`src/rtl/lsu_pkg.sv`:
```
// Shared types and widths for the LSU load read path.
package lsu_pkg;

  localparam int AXI_DW  = 64;
  localparam int RAM_DW  = 128;
  localparam int RAM_AW  = 12;
  localparam int DRAM_AW = 31;
  localparam int ID_W    = 8;

  localparam logic [1:0] AXI_RESP_OKAY = 2'b00;

  typedef enum logic [2:0] {
    ST_IDLE  = 3'd0,
    ST_AR    = 3'd1,
    ST_RD    = 3'd2,
    ST_FLUSH = 3'd3,
    ST_DONE  = 3'd4
  } ld_st_e;

endpackage

```
`src/rtl/lsu_beat_packer.sv`:
```
// Pairs 64-bit R beats into RAM rows at consecutive (wrapping) addresses.
// Row writes are registered: strobes follow the odd beat or flush by one cycle.
module lsu_beat_packer
  import lsu_pkg::*;
#(
  parameter int AXI_DW = 64,
  parameter int RAM_AW = 12
)(
  input  logic                  i_clk,
  input  logic                  i_rst,
  input  logic                  i_start,
  input  logic [RAM_AW-1:0]     i_row_addr,
  input  logic                  i_wram,
  input  logic                  i_beat_vld,
  input  logic [AXI_DW-1:0]     i_beat_dat,
  input  logic                  i_flush,
  output logic                  o_parity,
  output logic                  o_iram_wen,
  output logic                  o_wram_wen,
  output logic [RAM_AW-1:0]     o_waddr,
  output logic [2*AXI_DW-1:0]   o_wdata
);

  logic [AXI_DW-1:0]   r_low;
  logic                r_parity;
  logic [RAM_AW-1:0]   r_row;
  logic                r_wram;
  logic                r_iram_wen;
  logic                r_wram_wen;
  logic [RAM_AW-1:0]   r_waddr;
  logic [2*AXI_DW-1:0] r_wdata;

  always_ff @(posedge i_clk or posedge i_rst) begin
    if (i_rst) begin
      r_low      <= '0;
      r_parity   <= 1'b0;
      r_row      <= '0;
      r_wram     <= 1'b0;
      r_iram_wen <= 1'b0;
      r_wram_wen <= 1'b0;
      r_waddr    <= '0;
      r_wdata    <= '0;
    end else begin
      r_iram_wen <= 1'b0;
      r_wram_wen <= 1'b0;
      if (i_start) begin
        r_row    <= i_row_addr;
        r_wram   <= i_wram;
        r_parity <= 1'b0;
      end else if (i_beat_vld) begin
        if (!r_parity) begin
          r_low    <= i_beat_dat;
          r_parity <= 1'b1;
        end else begin
          r_iram_wen <= ~r_wram;
          r_wram_wen <= r_wram;
          r_waddr    <= r_row;
          r_wdata    <= {i_beat_dat, r_low};
          r_row      <= r_row + RAM_AW'(1);
          r_parity   <= 1'b0;
        end
      end else if (i_flush) begin
        // Unpaired final beat: upper half of the row is zero-filled.
        r_iram_wen <= ~r_wram;
        r_wram_wen <= r_wram;
        r_waddr    <= r_row;
        r_wdata    <= {{AXI_DW{1'b0}}, r_low};
        r_row      <= r_row + RAM_AW'(1);
        r_parity   <= 1'b0;
      end
    end
  end

  assign o_parity   = r_parity;
  assign o_iram_wen = r_iram_wen;
  assign o_wram_wen = r_wram_wen;
  assign o_waddr    = r_waddr;
  assign o_wdata    = r_wdata;

endmodule

```
`src/rtl/lsu_ld_axi_rd.sv`:
```
// Load engine: one AXI read burst -> 128-bit IRAM/WRAM rows, first write 4 cycles after accept, R always ready.
// Define LSU_LD_PERF_CNT_EN to add the ld_cycles accept-to-done cycle counter output.
module lsu_ld_axi_rd
  import lsu_pkg::*;
#(
  parameter int AXI_DW  = 64,
  parameter int RAM_DW  = 128,
  parameter int RAM_AW  = 12,
  parameter int DRAM_AW = 31,
  parameter int ID_W    = 8
)(
  input  logic               clk,
  input  logic               rst_n,
  input  logic               cmd_vld,
  output logic               cmd_rdy,
  input  logic [DRAM_AW-1:0] cmd_dram_addr,
  input  logic [7:0]         cmd_len,
  input  logic [RAM_AW-1:0]  cmd_ram_addr,
  input  logic               cmd_wram,
  input  logic [ID_W-1:0]    cmd_id,
  output logic               lsu_axi_arvld,
  output logic [DRAM_AW-1:0] lsu_axi_araddr,
  output logic [7:0]         lsu_axi_arlen,
  output logic [ID_W-1:0]    lsu_axi_arid,
  input  logic               axi_lsu_arrdy,
  input  logic               axi_lsu_rvld,
  input  logic [ID_W-1:0]    axi_lsu_rid,
  input  logic [AXI_DW-1:0]  axi_lsu_rdata,
  input  logic [1:0]         axi_lsu_rresp,
  input  logic               axi_lsu_rlast,
  output logic               lsu_axi_rrdy,
  output logic               iram_wen,
  output logic               wram_wen,
  output logic [RAM_AW-1:0]  ram_waddr,
  output logic [RAM_DW-1:0]  ram_wdata,
  output logic               ld_done,
  output logic               ld_err
`ifdef LSU_LD_PERF_CNT_EN
  ,
  output logic [15:0]        ld_cycles
`endif
);

  ld_st_e             r_state;
  ld_st_e             w_nxt;
  logic [DRAM_AW-1:0] r_araddr;
  logic [7:0]         r_arlen;
  logic [ID_W-1:0]    r_arid;
  logic               r_err;
  logic [8:0]         r_beat_cnt;

  logic w_acc;
  logic w_r_hs;
  logic w_flush;
  logic w_parity;
  logic w_beat_bad;
  logic w_cnt_bad;

  assign w_acc   = (r_state == ST_IDLE) && cmd_vld;
  assign w_r_hs  = (r_state == ST_RD) && axi_lsu_rvld;
  assign w_flush = (r_state == ST_FLUSH);

  assign w_beat_bad = (axi_lsu_rresp != AXI_RESP_OKAY) || (axi_lsu_rid != r_arid);
  // r_beat_cnt is the index of the current beat; rlast must land exactly on index len.
  assign w_cnt_bad  = axi_lsu_rlast ? (r_beat_cnt != {1'b0, r_arlen})
                                    : (r_beat_cnt >= {1'b0, r_arlen});

  always_comb begin
    w_nxt = r_state;
    case (r_state)
      ST_IDLE:  if (cmd_vld) w_nxt = ST_AR;
      ST_AR:    if (axi_lsu_arrdy) w_nxt = ST_RD;
      ST_RD:    if (axi_lsu_rvld && axi_lsu_rlast) w_nxt = w_parity ? ST_DONE : ST_FLUSH;
      ST_FLUSH: w_nxt = ST_DONE;
      ST_DONE:  w_nxt = ST_IDLE;
      default:  w_nxt = ST_IDLE;
    endcase
  end

  always_ff @(posedge clk or posedge rst_n) begin
    if (rst_n) begin
      r_state    <= ST_IDLE;
      r_araddr   <= '0;
      r_arlen    <= '0;
      r_arid     <= '0;
      r_err      <= 1'b0;
      r_beat_cnt <= '0;
    end else begin
      r_state <= w_nxt;
      if (w_acc) begin
        r_araddr   <= cmd_dram_addr;
        r_arlen    <= cmd_len;
        r_arid     <= cmd_id;
        r_err      <= 1'b0;
        r_beat_cnt <= '0;
      end else if (w_r_hs) begin
        if (w_beat_bad || w_cnt_bad) r_err <= 1'b1;
        if (r_beat_cnt != 9'h1FF) r_beat_cnt <= r_beat_cnt + 9'd1;
      end
    end
  end

  lsu_beat_packer #(
    .AXI_DW (AXI_DW),
    .RAM_AW (RAM_AW)
  ) u_packer (
    .i_clk      (clk),
    .i_rst      (rst_n),
    .i_start    (w_acc),
    .i_row_addr (cmd_ram_addr),
    .i_wram     (cmd_wram),
    .i_beat_vld (w_r_hs),
    .i_beat_dat (axi_lsu_rdata),
    .i_flush    (w_flush),
    .o_parity   (w_parity),
    .o_iram_wen (iram_wen),
    .o_wram_wen (wram_wen),
    .o_waddr    (ram_waddr),
    .o_wdata    (ram_wdata)
  );

  // cmd_rdy is forced low while reset is held so every output reads 0 in reset.
  assign cmd_rdy        = (r_state == ST_IDLE) && !rst_n;
  assign lsu_axi_arvld  = (r_state == ST_AR);
  assign lsu_axi_araddr = r_araddr;
  assign lsu_axi_arlen  = r_arlen;
  assign lsu_axi_arid   = r_arid;
  assign lsu_axi_rrdy   = (r_state == ST_RD);
  assign ld_done        = (r_state == ST_DONE);
  assign ld_err         = (r_state == ST_DONE) && r_err;

`ifdef LSU_LD_PERF_CNT_EN
  logic [15:0] r_cyc_cnt;
  logic [15:0] r_ld_cycles;
  logic [16:0] w_cyc_inc;
  logic [16:0] w_cyc_fin;

  assign w_cyc_inc = {1'b0, r_cyc_cnt} + 17'd1;
  // r_cyc_cnt excludes the current cycle; +2 adds it and the DONE cycle that follows.
  assign w_cyc_fin = {1'b0, r_cyc_cnt} + 17'd2;

  always_ff @(posedge clk or posedge rst_n) begin
    if (rst_n) begin
      r_cyc_cnt   <= '0;
      r_ld_cycles <= '0;
    end else begin
      if (w_acc) begin
        r_cyc_cnt <= 16'd1;
      end else if (r_state != ST_IDLE) begin
        r_cyc_cnt <= w_cyc_inc[16] ? 16'hFFFF : w_cyc_inc[15:0];
      end
      if ((w_nxt == ST_DONE) && (r_state != ST_DONE)) begin
        r_ld_cycles <= w_cyc_fin[16] ? 16'hFFFF : w_cyc_fin[15:0];
      end
    end
  end

  assign ld_cycles = r_ld_cycles;
`endif

endmodule
```
`config.mk`:
```
export PLATFORM = sky130hd
export DESIGN_NAME = lsu_ld_axi_rd
export DESIGN_NICKNAME = d
export VERILOG_FILES = /design/src/rtl/lsu_pkg.sv /design/src/rtl/lsu_beat_packer.sv /design/src/rtl/lsu_ld_axi_rd.sv
export SDC_FILE = /design/constraint.sdc
export NUM_CORES = 1
export LEC_CHECK = 0
export CAP_MARGIN = 20
export CORE_ASPECT_RATIO = 1.75
export CORE_UTILIZATION = 47
export CTS_CLUSTER_DIAMETER = 100
export CTS_CLUSTER_SIZE = 28
export DETAILED_ROUTE_END_ITERATION = 10
export PLACE_DENSITY = 0.8
export SETUP_SLACK_MARGIN = 0.02
export SKIP_LAST_GASP = 1
export SLEW_MARGIN = 20
export SYNTH_ARGS = -nofsm -noshare
export SYNTH_HDL_FRONTEND = slang
export SYNTH_HIERARCHICAL = 1
export SYNTH_SLANG_ARGS = --single-unit
```
`constraint.sdc`:
```
create_clock -name clk -period 8.89 [get_ports clk]
set_input_delay 2.2225 -clock clk [delete_from_list [all_inputs] [get_ports clk]]
set_output_delay 2.2225 -clock clk [all_outputs]
set_load 0.02 [all_outputs]
```
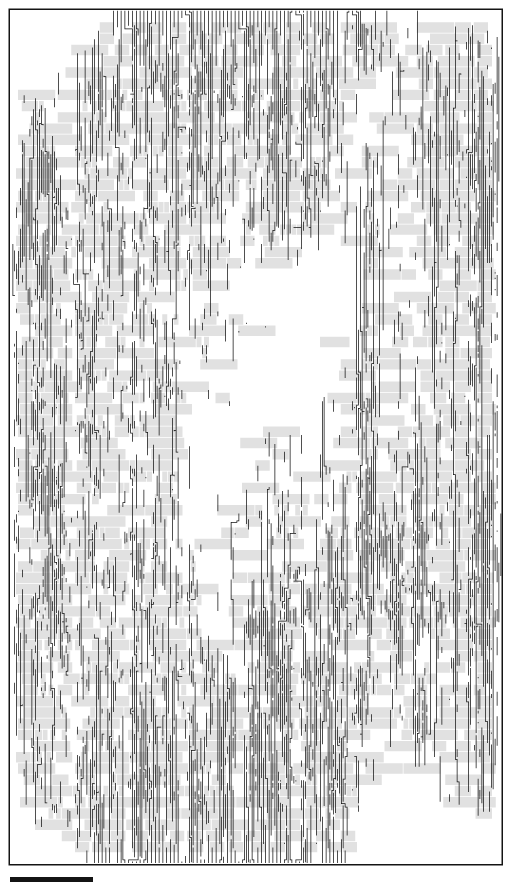
(signal wires on met2)
Bar = 20 um.
wire length on this layer: 15000 um
nets with wire on the layer: 1274
longest straight run: 93.8 um
main direction: vertical
share of all routed wire: 52%

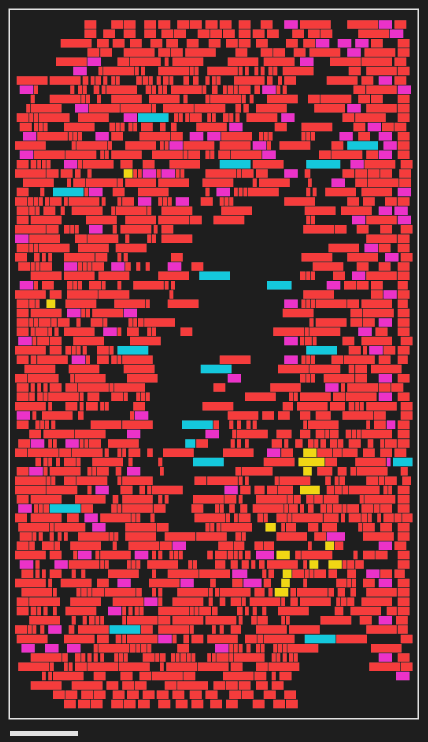
(cells by drive strength)
Bar = 20 um.
[yellow] x3 and x4 | cells: 14 | share: 1.0%
[cyan] x6 and larger | cells: 17 | share: 1.3%
[red] x1 and smaller | cells: 1194 | share: 89%
[magenta] x2 | cells: 114 | share: 8.5%

==> run summary <==
Implementation run completed; key figures follow.

Run status:
- The run finished with clean final reports.

Synthesis:
- The synthesized netlist was found by Yosys to have 1041 cells.
- The cell type that accounts for the most area after synthesis is dfrtp_1.
- The run gives the gate count of the mapped netlist as 1041.
- Yosys reports that the most numerous cell types are 382 x nand2_1, 280 x dfrtp_1, 108 x mux2_2, 72 x nand3_1, 36 x buf_2.
- The run gives the post-synthesis adder-cell area fraction as 1.221%.
- In this run, distinct cell masters in the synthesized netlist total 43.
- In the Yosys report, the sequential cells make up 62.15% of the chip area.
- The run gives the most numerous cell in the Yosys netlist as nand2_1.
- Of all flip-flops after synthesis, the portion carrying an async set or reset was 100.0%.
- The run gives the dominant combinational cell family by area after synthesis as simple AND/OR/NAND/NOR gates.
- The run gives the number of flops mapped to enable cells by yosys as 0.
- Summing the areas of all compound-gate instances in the mapped netlist gives 1.909% of the synthesized area.

Power and ir drop:
- For this design the static power due to leakage is 7.022 nW.
- The run gives the largest voltage drop on the vdd net as 0.2473 mV.
- The run puts the total power at 5.346 mW.
- The run puts the total power per unit cell area at 351.6 nW/um^2.

Clock network:
- Gates resized during post-CTS repair numbered 0.
- The run gives the hold buffer count at CTS as 0.
- The run puts the source-to-sink clock delay at the later pin of the worst-skew pair at 490 ps.
- Clock-pin slew was measured on the worst setup and hold paths at 100 ps.

Worst setup path:
- Per STA, the worst path is made up of clkdlybuf4s50_1, nor3_1, clkdlybuf4s50_1.
- The run puts the largest fanout on the critical path at 3.
- The worst setup path is captured at an output pin.
- Looking at the setup timing report, the critical path kind is input pin to output pin.
- The run puts the highest cell delay on the worst timing path at 630 ps.

Global routing:
- After global routing the overflow that remains totals 0.

Die:
- The initial utilization of the core area, before any placement, comes to 48.13%.
- The run gives the die height as 206.9 um.
- The run puts the total die size at 24640 sq um.

Drt:
- The first detailed-routing pass ran for 4 iterations.
- In this run, the number of DRC markers left after iteration 0 of detailed routing was 482.

Cells and area:
- The run gives the count of antenna diodes in the layout as 2.
- The run puts the count of clock-net buffers in the final layout at 13.
- The run puts the count of non-CTS buffers in the layout at 342.
- The run puts the number of signal-net inverters in the final layout at 12.
- In the final layout, the fill cell count is 1858.
- The run gives the fraction of layout cells with a size suffix above 1 as 10.83%.
- By area, flip-flops and latches come first.

Final timing:
- The run gives the post-route minimum period as 5850 ps.
- The run puts the slew of the pin with the lowest slew margin at 1100 ps.
- The run gives the sum of negative setup slack as 0 ps.
- The run gives the share of the cycle needed by the critical path after routing as 65.80%.
- The run puts the worst hold-check slack at 471.9 ps.

Placed design:
- The run gives the pre-CTS setup slack as 2908 ps.
- The run gives the count of buffers inserted at the top-level ports as 333.
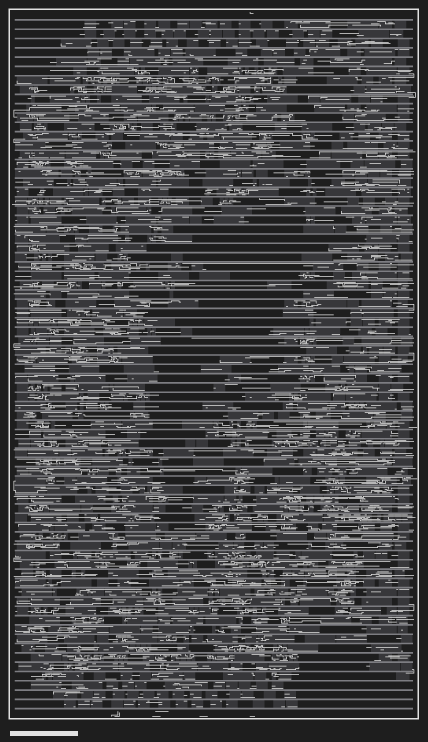
(signal wires on met1)
Bar = 20 um. Supply wires on this layer in gray.
longest straight run: 64.9 um
main direction: horizontal
share of all routed wire: 37%
wire length on this layer: 10500 um

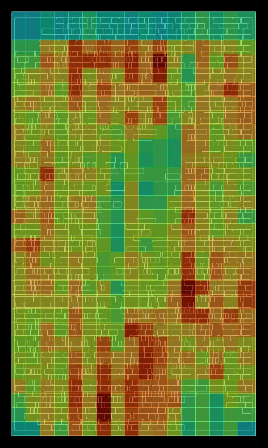
(routing congestion)
global routing usage summed across all routing layers: 23.28%
Finished Core Util: 64.91%

[worst paths after layout]
kind                                    startpoint                     to  slack [ps]  depth (start not counted)
worst max-delay path                         rst_n                cmd_rdy        3040                          3
worst min-delay path            u_packer/r_low[45]   u_packer/o_wdata[45]         470                          2
worst max register to register          r_state[0]   u_packer/o_wdata[30]        4920                          9
worst min register to register  u_packer/r_low[45]   u_packer/o_wdata[45]         470                          2
max in group asynchronous                    rst_n  u_packer/o_wdata[100]        5190                          3
min in group asynchronous                    rst_n          r_beat_cnt[4]        2220                          2
[worst reg2reg max path, delay by kind of cell, from the launching register on]
family	cells	cell delay (ps)
DFF	1	480
and+or+nand+nor	5	1600
buffers and inverters	3	1570
muxes	1	260
[cells in the final DEF, fill, tap and decap left out, drive strengths merged, types with 9 or more instances in the layout]
cell           instances
nand2                382
clkdlybuf4s50        333
dfrtp                280
mux2                 108
nand3                 72
nor2                  19
o21ai                 18
clkbuf                13
xor2                  12
xnor2                 12
inv                   12
ha                    11
buf                    9
[power by group]
part | switching (mW) | internal [mW]
combinational | 1.34 | 1.18
sequential | 0.348 | 1.84
clock | 0.373 | 0.268
[metal layers]
metal,GRT usage (%),share of wire (%)
met5,0,0.045
met4,11.44,4.3
met3,4.698,6.8
met2,42.23,52
met1,25.88,37
[sequential cells by signal, indices dropped and copies added (netlist names)]
register,count
u_packer/o_wdata,128
u_packer/r_low,64
lsu_axi_araddr,31
u_packer/o_waddr,12
u_packer/r_row,12
r_beat_cnt,9
lsu_axi_arid,8
lsu_axi_arlen,8
r_state,3
r_err,1
u_packer/o_iram_wen,1
u_packer/o_parity,1
u_packer/o_wram_wen,1
u_packer/r_wram,1
Power and IR drop assume default switching activity.
